### Signal wires on met3

Drawn at 3 px/um. Cells faint in the background.
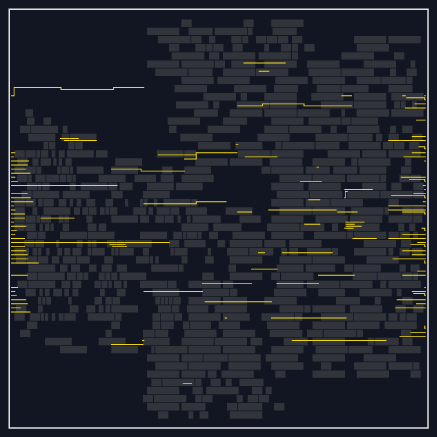
### Clock wiring as the flow saved it

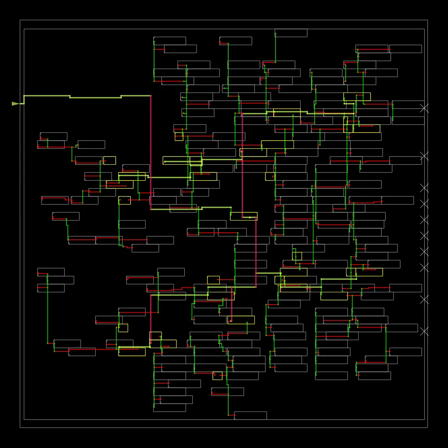
### Placed cells, one colour a class

Drawn at 3 px/um.
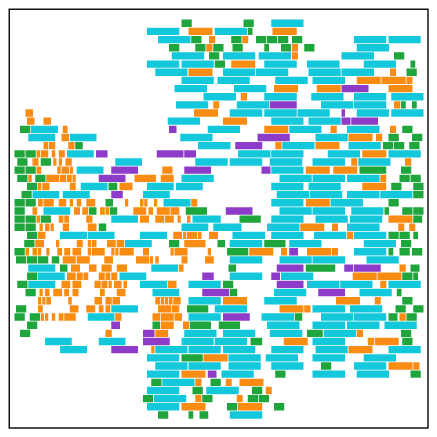
### Cells by drive strength

Drawn at 2 px/um.
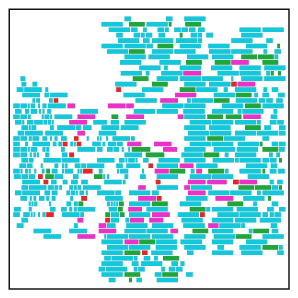
### Wire density map

Drawn at 3 px/um. The die is cut into 28 by 28 equal tiles; dark purple is low, yellow is high, scaled to the fullest tile. Values are wire area over tile area, all layers added.
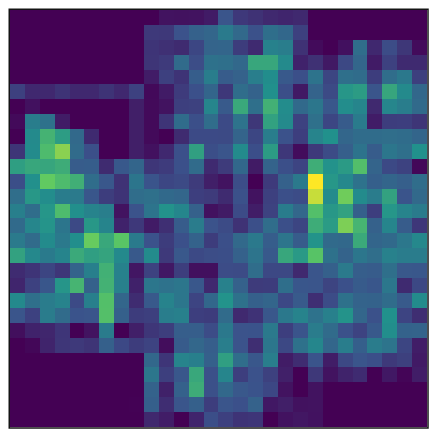
$ cat src/rtl/ram_stream_pkg.sv
// Shared definitions for the RAM stream reader: FSM state codes and parameter legality checks.
package ram_stream_pkg;

  typedef enum logic [1:0] {
    IDLE  = 2'd0,
    ISSUE = 2'd1,
    DRAIN = 2'd2
  } state_t;

  localparam int RD_LAT_MIN = 1;
  localparam int RD_LAT_MAX = 2;

  function automatic bit rd_lat_legal(input int lat);
    return (lat >= RD_LAT_MIN) && (lat <= RD_LAT_MAX);
  endfunction

  // The FIFO must hold every read that can be in flight plus one beat being drained.
  function automatic bit fifo_depth_legal(input int depth, input int lat);
    return (depth >= lat + 1) && ((depth & (depth - 1)) == 0);
  endfunction

endpackage

$ cat src/rtl/stream_sync_fifo.sv
// Single-clock FIFO with occupancy count; storage is not reset, only the pointers and count.
module stream_sync_fifo #(
  parameter int WIDTH = 37,
  parameter int DEPTH = 4
) (
  input  logic                       clk,
  input  logic                       rst,
  input  logic                       push,
  input  logic [WIDTH-1:0]           din,
  input  logic                       pop,
  output logic [WIDTH-1:0]           dout,
  output logic [$clog2(DEPTH):0]     count,
  output logic                       empty
);

  localparam int AW = $clog2(DEPTH);
  localparam int CW = AW + 1;

  logic [WIDTH-1:0] mem [DEPTH];
  logic [AW-1:0]    wr_ptr;
  logic [AW-1:0]    rd_ptr;
  logic             full;
  logic             do_pop;

  assign empty  = (count == '0);
  assign full   = (count == CW'(DEPTH));
  assign do_pop = pop && !empty;
  assign dout   = mem[rd_ptr];

  always_ff @(posedge clk) begin
    if (push) begin
      mem[wr_ptr] <= din;
    end
  end

  always_ff @(posedge clk or posedge rst) begin
    if (rst) begin
      wr_ptr <= '0;
      rd_ptr <= '0;
      count  <= '0;
    end else begin
      if (push) begin
        wr_ptr <= wr_ptr + 1'b1;
      end
      if (do_pop) begin
        rd_ptr <= rd_ptr + 1'b1;
      end
      case ({push, do_pop})
        2'b10:   count <= count + 1'b1;
        2'b01:   count <= count - 1'b1;
        default: count <= count;
      endcase
    end
  end

  // A push into a full FIFO without a simultaneous pop means the credit logic is broken.
  overflow_chk: assert property (@(posedge clk) disable iff (rst) !(push && full && !pop));

endmodule

$ cat src/rtl/ram_stream_reader.sv
// Turns (address, length) commands into one RAM read per cycle and a valid/ready stream with last.
module ram_stream_reader
  import ram_stream_pkg::*;
#(
  parameter int ADDR_BITS  = 10,
  parameter int DATA_BITS  = 36,
  parameter int RD_LAT     = 1,
  parameter int FIFO_DEPTH = 4
) (
  input  logic                 clk,
  input  logic                 rst,
  input  logic                 cmd_valid,
  output logic                 cmd_ready,
  input  logic [ADDR_BITS-1:0] cmd_addr,
  input  logic [ADDR_BITS-1:0] cmd_len,
  output logic [ADDR_BITS-1:0] ram_addr,
  output logic                 ram_en,
  input  logic [DATA_BITS-1:0] ram_dout,
  output logic                 m_valid,
  input  logic                 m_ready,
  output logic [DATA_BITS-1:0] m_data,
  output logic                 m_last,
  output logic                 busy
);

  localparam int CW = $clog2(FIFO_DEPTH) + 1;
  localparam logic [CW:0] CREDIT_MAX = (CW + 1)'(FIFO_DEPTH);

  if (!rd_lat_legal(RD_LAT)) begin : g_bad_rd_lat
    $error("ram_stream_reader: RD_LAT must be 1 or 2");
  end
  if (!fifo_depth_legal(FIFO_DEPTH, RD_LAT)) begin : g_bad_depth
    $error("ram_stream_reader: FIFO_DEPTH must be a power of 2 and >= RD_LAT+1");
  end

  state_t               state;
  state_t               state_nxt;
  logic [ADDR_BITS-1:0] cur_addr;
  logic [ADDR_BITS-1:0] remaining;
  logic                 accept;
  logic                 issue;
  logic                 tag;
  logic                 vld_p1;
  logic                 vld_p2;
  logic                 tag_p1;
  logic                 tag_p2;
  logic                 capture;
  logic                 cap_tag;
  logic [CW-1:0]        in_flight;
  logic [CW-1:0]        fifo_count;
  logic [CW:0]          credit_used;
  logic                 fifo_empty;
  logic [DATA_BITS:0]   fifo_dout;
  logic                 pop;
  logic                 last_pop;

  // Credits use only registered counts, so m_ready never reaches ram_addr combinationally.
  assign credit_used = {1'b0, in_flight} + {1'b0, fifo_count};
  assign accept      = (state == IDLE) && cmd_valid;
  assign tag         = (remaining == '0);
  assign pop         = !fifo_empty && m_ready;
  assign last_pop    = pop && fifo_dout[DATA_BITS];

  always_comb begin
    state_nxt = state;
    issue     = 1'b0;
    case (state)
      IDLE: begin
        if (cmd_valid) begin
          state_nxt = ISSUE;
        end
      end
      ISSUE: begin
        if (credit_used < CREDIT_MAX) begin
          issue = 1'b1;
          if (tag) begin
            state_nxt = DRAIN;
          end
        end
      end
      DRAIN: begin
        if (last_pop) begin
          state_nxt = IDLE;
        end
      end
      default: state_nxt = IDLE;
    endcase
  end

  always_ff @(posedge clk or posedge rst) begin
    if (rst) begin
      state     <= IDLE;
      cur_addr  <= '0;
      remaining <= '0;
      in_flight <= '0;
    end else begin
      state <= state_nxt;
      if (accept) begin
        cur_addr  <= cmd_addr;
        remaining <= cmd_len;
      end else if (issue) begin
        cur_addr  <= cur_addr + 1'b1;
        remaining <= remaining - 1'b1;
      end
      in_flight <= in_flight + CW'(issue) - CW'(capture);
    end
  end

  // Stage p1/p2: issue strobe and last-tag follow the RAM read latency.
  always_ff @(posedge clk or posedge rst) begin
    if (rst) begin
      vld_p1 <= 1'b0;
      vld_p2 <= 1'b0;
      tag_p1 <= 1'b0;
      tag_p2 <= 1'b0;
    end else begin
      vld_p1 <= issue;
      vld_p2 <= vld_p1;
      tag_p1 <= issue && tag;
      tag_p2 <= tag_p1;
    end
  end

  assign capture = (RD_LAT == 1) ? vld_p1 : vld_p2;
  assign cap_tag = (RD_LAT == 1) ? tag_p1 : tag_p2;
  assign ram_en  = (RD_LAT == 1) ? issue  : vld_p1;
  assign ram_addr = cur_addr;

  stream_sync_fifo #(
    .WIDTH (DATA_BITS + 1),
    .DEPTH (FIFO_DEPTH)
  ) u_fifo (
    .clk   (clk),
    .rst   (rst),
    .push  (capture),
    .din   ({cap_tag, ram_dout}),
    .pop   (pop),
    .dout  (fifo_dout),
    .count (fifo_count),
    .empty (fifo_empty)
  );

  // Data is gated by valid so the stream reads as zero whenever nothing is buffered.
  assign m_valid   = !fifo_empty;
  assign m_data    = m_valid ? fifo_dout[DATA_BITS-1:0] : '0;
  assign m_last    = m_valid && fifo_dout[DATA_BITS];
  assign busy      = (state != IDLE);
  assign cmd_ready = (state == IDLE);

endmodule
$ cat config.mk
export PLATFORM = sky130hd
export DESIGN_NAME = ram_stream_reader
export DESIGN_NICKNAME = d
export VERILOG_FILES = /design/src/rtl/ram_stream_pkg.sv /design/src/rtl/stream_sync_fifo.sv /design/src/rtl/ram_stream_reader.sv
export SDC_FILE = /design/constraint.sdc
export NUM_CORES = 1
export LEC_CHECK = 0
export ABC_CLOCK_PERIOD_IN_PS = 2500
export CAP_MARGIN = 20
export CORE_UTILIZATION = 40
export DETAILED_ROUTE_END_ITERATION = 10
export GPL_ROUTABILITY_DRIVEN = 1
export PLACE_DENSITY = 0.74
export SYNTH_ARGS = -nofsm -noshare
export SYNTH_HDL_FRONTEND = slang
export SYNTH_SLANG_ARGS = --single-unit
$ cat constraint.sdc
create_clock -name clk -period 2.5 [get_ports clk]
set_input_delay 0.375 -clock clk [delete_from_list [all_inputs] [get_ports clk]]
set_output_delay 0.375 -clock clk [all_outputs]
set_load 0.02 [all_outputs]
==> flow_summary.json <==
{
  "setup_ws_ns": 0.0663,
  "clockBufferDepth": 2,
  "cp-startpoint": "u_fifo.rd_ptr[0]",
  "drv_cap": 0,
  "synth-seq-cells": 182,
  "clockPowerShare": 0.224,
  "muxShareOfSynthArea": 0.116,
  "cp_slowest_cell": "mux4_2",
  "synth-edff-count": 148,
  "wl_met2_mm": 7.29,
  "violations": "design-rule violations",
  "drt-total-wl_mm": 14.6,
  "dp_slack_ns": 0.0868,
  "yosys_warnings": 0,
  "maxSlewHeadroom": 0.584,
  "seq_area_frac_synth": 0.705,
  "startpoint_type": "flop",
  "globalplace.congestion": 0.785,
  "buf_share": 0.141,
  "r2r_start": "u_fifo.count[2]",
  "die_w_um": 139,
  "drc": 10,
  "antenna_left": 0,
  "pg_comb_mw": 4.74,
  "power_leader": "combinational logic",
  "dp_hpwl_mm": 9.35,
  "critPathCaptureType": "output pin",
  "slowest_delay_ns": 0.50,
  "ys_sh_aoi": 0.0255,
  "use_met3": 0.0494,
  "fp_nets": 510,
  "met3RoutedLength_um": 948,
  "combPwrFrac": 0.407,
  "boundaryPins": 111,
  "reg2reg_slack_ns": 0.27,
  "outcome": "finished, violations left",
  "antenna_found_initial": 1,
  "fmax_mhz": 411,
  "clk_share": 0.0603,
  "path_depth": 5,
  "logic_family": "multiplexers",
  "synthTopCellsByArea": "edfxtp_1 (59%), dfrtp_1 (11%), mux4_2 (11%)",
  "final_area_mm2": 0.00969,
  "reg2reg_to": "ram_addr[9]"
}
## Picture notes: 'Signal wires on met3'
wire length on this layer: 949 um
main direction: horizontal
share of all routed wire: 6.5%

## Picture notes: 'Clock wiring as the flow saved it'
Setup Skew: 0.0114 ns
CTS Buf Count: 17

## Picture notes: 'Placed cells, one colour a class'
| class | colour | cells |
|---|---|---|
| clock drivers and dummy loads | purple | 32 |
| other buffers and delay cells | green | 134 |
| all other logic | orange | 236 |
| flip-flops | cyan | 182 |

## Picture notes: 'Cells by drive strength'
| size | colour | cells | share |
|---|---|---|---|
| drive 2 | green | 59 | 10% |
| drive 3 to 4 | red | 19 | 3.3% |
| drive 1 or less | cyan | 467 | 80% |
| drive 6 and up | magenta | 39 | 6.7% |

## Picture notes: 'Wire density map'
fullest tile: 0.50
nearly empty tiles: 20%
mean over tiles: 0.12

